## config.mk

```make
export PLATFORM = sky130hd
export DESIGN_NAME = mul_unit
export DESIGN_NICKNAME = d
export VERILOG_FILES = /design/src/rtl/mul_unit.sv
export SDC_FILE = /design/constraint.sdc
export NUM_CORES = 1
export LEC_CHECK = 0
export ABC_AREA = 1
export CORE_ASPECT_RATIO = 0.6
export CORE_MARGIN = 3
export CORE_UTILIZATION = 55
export CTS_BUF_LIST = sky130_fd_sc_hd__clkbuf_8
export CTS_CLUSTER_SIZE = 30
export DETAILED_ROUTE_END_ITERATION = 10
export GPL_TIMING_DRIVEN = 0
export PLACE_DENSITY = 0.76
export RECOVER_POWER = 100
export SYNTH_ARGS = -nofsm -noshare
export SYNTH_HDL_FRONTEND = slang
export SYNTH_SLANG_ARGS = --single-unit
```

## constraint.sdc

```tcl
create_clock -name clk -period 4.8 [get_ports clk]
set_input_delay 0.96 -clock clk [delete_from_list [all_inputs] [get_ports clk]]
set_output_delay 0.96 -clock clk [all_outputs]
set_load 0.05 [all_outputs]
```

## src/rtl/mul_unit.sv

```systemverilog
// ---------------------------------------------------------------------------
// mul_unit -- iterative radix-2 shift-add multiplier for the execute stage.
//
// Handles MUL/MLA (WIDTH-bit result) and UMULL/SMULL/UMLAL/SMLAL (2*WIDTH-bit
// result). Signed long multiplies work on operand magnitudes, and the product
// is negated at the end. One multiplier bit is retired per cycle, so every
// operation takes WIDTH CALC cycles plus one FINAL cycle.
//
// Ports:
//   clk, reset         clock (rising edge), synchronous active-high reset
//   start              request; only accepted in IDLE or DONE
//   long_mul           1 = 2*WIDTH result, 0 = WIDTH result
//   signed_mul         signed operands (long mode only)
//   accumulate         add {acc_hi,acc_lo} (long) or acc_lo (short)
//   a, b               multiplicand, multiplier
//   acc_hi, acc_lo     accumulator words
//   busy               high in CALC and FINAL (stalls the core)
//   done               one-cycle pulse; result/flags valid
//   result_hi/lo       result words (result_hi = 0 in short mode)
//   flag_n, flag_z     negative / zero flags of the reported result
// ---------------------------------------------------------------------------
module mul_unit #(
    parameter int WIDTH = 32
) (
    input  logic             clk,
    input  logic             reset,
    input  logic             start,
    input  logic             long_mul,
    input  logic             signed_mul,
    input  logic             accumulate,
    input  logic [WIDTH-1:0] a,
    input  logic [WIDTH-1:0] b,
    input  logic [WIDTH-1:0] acc_hi,
    input  logic [WIDTH-1:0] acc_lo,
    output logic             busy,
    output logic             done,
    output logic [WIDTH-1:0] result_hi,
    output logic [WIDTH-1:0] result_lo,
    output logic             flag_n,
    output logic             flag_z
);

    localparam int CW = (WIDTH > 1) ? $clog2(WIDTH) : 1;
    localparam logic [CW-1:0] LAST_CNT = CW'(WIDTH - 1);

    typedef enum logic [1:0] {
        IDLE  = 2'd0,
        CALC  = 2'd1,
        FINAL = 2'd2,
        DONE  = 2'd3
    } state_t;

    state_t             state_q, state_d;
    logic [CW-1:0]      count_q, count_d;
    logic [2*WIDTH-1:0] mcand_q, mcand_d;   // multiplicand, shifts left
    logic [WIDTH-1:0]   mplier_q, mplier_d; // multiplier, shifts right
    logic [2*WIDTH-1:0] prod_q, prod_d;
    logic [2*WIDTH-1:0] acc_q, acc_d;
    logic               long_q, long_d;
    logic               accum_q, accum_d;
    logic               sign_q, sign_d;
    logic [WIDTH-1:0]   result_hi_q, result_hi_d;
    logic [WIDTH-1:0]   result_lo_q, result_lo_d;
    logic               flag_n_q, flag_n_d;
    logic               flag_z_q, flag_z_d;

    // Operand preparation and final-stage arithmetic.
    logic               is_signed;
    logic [WIDTH-1:0]   a_mag, b_mag;
    logic [2*WIDTH-1:0] fin_prod, fin_sum, fin_res;
    logic               load;

    always_comb begin
        is_signed = signed_mul & long_mul;
        // |0x80..0| wraps to 0x80..0, which is the correct unsigned magnitude.
        a_mag = (is_signed && a[WIDTH-1]) ? (~a + 1'b1) : a;
        b_mag = (is_signed && b[WIDTH-1]) ? (~b + 1'b1) : b;

        fin_prod = sign_q ? (~prod_q + 1'b1) : prod_q;
        fin_sum  = fin_prod + (accum_q ? acc_q : '0);
        fin_res  = long_q ? fin_sum : {{WIDTH{1'b0}}, fin_sum[WIDTH-1:0]};

        load = start && ((state_q == IDLE) || (state_q == DONE));
    end

    always_comb begin
        state_d     = state_q;
        count_d     = count_q;
        mcand_d     = mcand_q;
        mplier_d    = mplier_q;
        prod_d      = prod_q;
        acc_d       = acc_q;
        long_d      = long_q;
        accum_d     = accum_q;
        sign_d      = sign_q;
        result_hi_d = result_hi_q;
        result_lo_d = result_lo_q;
        flag_n_d    = flag_n_q;
        flag_z_d    = flag_z_q;

        case (state_q)
            IDLE, DONE: begin
                state_d = load ? CALC : IDLE;
            end
            CALC: begin
                if (mplier_q[0]) begin
                    prod_d = prod_q + mcand_q;
                end
                mcand_d  = mcand_q << 1;
                mplier_d = mplier_q >> 1;
                count_d  = count_q + 1'b1;
                if (count_q == LAST_CNT) begin
                    state_d = FINAL;
                end
            end
            FINAL: begin
                result_hi_d = fin_res[2*WIDTH-1:WIDTH];
                result_lo_d = fin_res[WIDTH-1:0];
                flag_n_d    = long_q ? fin_res[2*WIDTH-1] : fin_res[WIDTH-1];
                flag_z_d    = (fin_res == '0);
                state_d     = DONE;
            end
            default: state_d = IDLE;
        endcase

        // Capture a new request; inputs are not looked at again until done.
        if (load) begin
            count_d  = '0;
            mcand_d  = {{WIDTH{1'b0}}, a_mag};
            mplier_d = b_mag;
            prod_d   = '0;
            acc_d    = long_mul ? {acc_hi, acc_lo} : {{WIDTH{1'b0}}, acc_lo};
            long_d   = long_mul;
            accum_d  = accumulate;
            sign_d   = is_signed & (a[WIDTH-1] ^ b[WIDTH-1]);
        end
    end

    always_ff @(posedge clk) begin
        if (reset) begin
            state_q     <= IDLE;
            count_q     <= '0;
            mcand_q     <= '0;
            mplier_q    <= '0;
            prod_q      <= '0;
            acc_q       <= '0;
            long_q      <= 1'b0;
            accum_q     <= 1'b0;
            sign_q      <= 1'b0;
            result_hi_q <= '0;
            result_lo_q <= '0;
            flag_n_q    <= 1'b0;
            flag_z_q    <= 1'b0;
        end else begin
            state_q     <= state_d;
            count_q     <= count_d;
            mcand_q     <= mcand_d;
            mplier_q    <= mplier_d;
            prod_q      <= prod_d;
            acc_q       <= acc_d;
            long_q      <= long_d;
            accum_q     <= accum_d;
            sign_q      <= sign_d;
            result_hi_q <= result_hi_d;
            result_lo_q <= result_lo_d;
            flag_n_q    <= flag_n_d;
            flag_z_q    <= flag_z_d;
        end
    end

    assign busy      = (state_q == CALC) || (state_q == FINAL);
    assign done      = (state_q == DONE);
    assign result_hi = result_hi_q;
    assign result_lo = result_lo_q;
    assign flag_n    = flag_n_q;
    assign flag_z    = flag_z_q;

endmodule

```

==> images/m1.png <==
The bar under the picture is 100 um long.
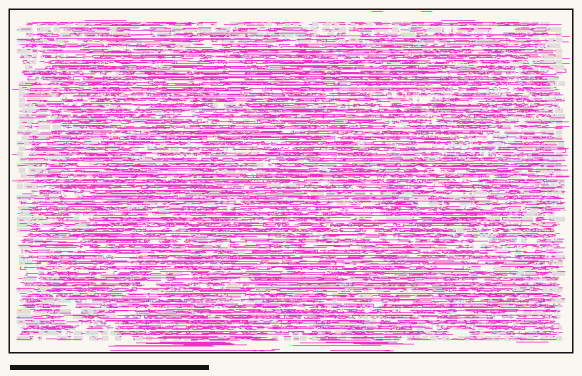
share of all routed wire: 46%
wire length on this layer: 45.8 mm
main direction: horizontal
longest straight run: 87.4 um
nets with wire on the layer: 4,465
via total after detailed routing: 28,500
met1 track demand over resource: 60.5%

==> images/m2.png <==
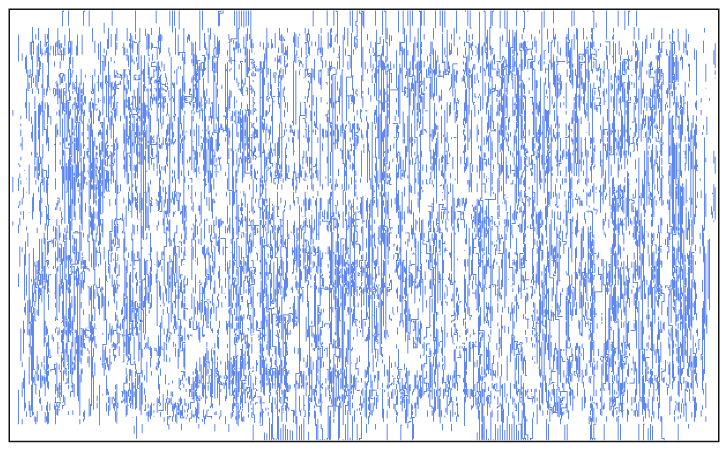
share of all routed wire: 35%
nets with wire on the layer: 3,780
wire length on this layer: 34.9 mm
main direction: vertical

==> flow_metrics.tcl <==
# place-and-route summary
set metrics [dict create \
    ys_warn_count 0 \
    fp_util_pct 56.9 \
    wire_length_the_detailed_router_placed_on_met1_um 45800 \
    worst_setup_hold_path_clk_slew_ns 0.07 \
    grt_first_pass_wirelength_um 146000 \
    wl_per_cell_um 19.9 \
    path_class "reg -> reg" \
    maximum_net_fanout_on_the_critical_path 4 \
    top_usage_layer "met1" \
    non_clock_buffer_area_share_pct 8.83 \
    post-cts-setup-buffer-count 3 \
    largest_net_degree_at_the_start_of_global_routing 13 \
    synth.cellmix.xorXnorShare_pct 6.54 \
    setup_repair_after_global_routing_missed_its_margin "yes" \
    yosysUniqueCellTypes 63 \
    clock_tree.buffer_depth 3 \
    floorplan.tapcells 579 \
    n_sequential_cell 300 \
    critical_path.slowest_cell "sky130_fd_sc_hd__dfxtp_4" \
    detail-route-antenna-nets 0 \
    net-switching-power_mw 4.24 \
    gr-total-overflow 0 \
    power_frac_seq_pct 33.0 \
    asyncSetResetFlopFracSynth_pct 0 \
    cts_hold_buffers 0 \
    synth-cells-yosys 4127 \
    outcome "completed" \
    post-route-worst-setup-slack_ns 0.0136 \
    timing_max_transition_violations_final 0 \
    yosysMostFrequentCell "sky130_fd_sc_hd__nand2_1" \
    period_used_pct 99.7 \
    critical_path.top_delay_family "simple AND/OR/NAND/NOR gates" \
    use_met2_pct 49.0 \
    worstPathBufferInverterCount 2 \
    clockPowerShare_pct 25.1 \
    antennaDiodeCount 0 \
    yosys-mux-area-fraction_pct 0.0398 \
    gp_routability_congestion 1.05 \
    sequentialPower_mw 3.16 \
]
==> images/m3.png <==
The bar under the picture is 100 um long.
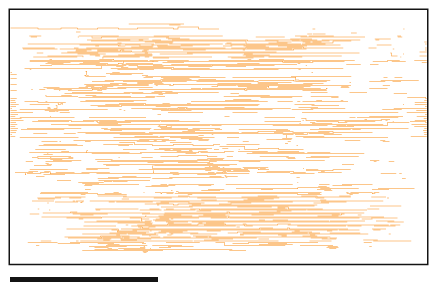
nets with wire on the layer: 620
longest straight run: 225 um
wire length on this layer: 17,500 um

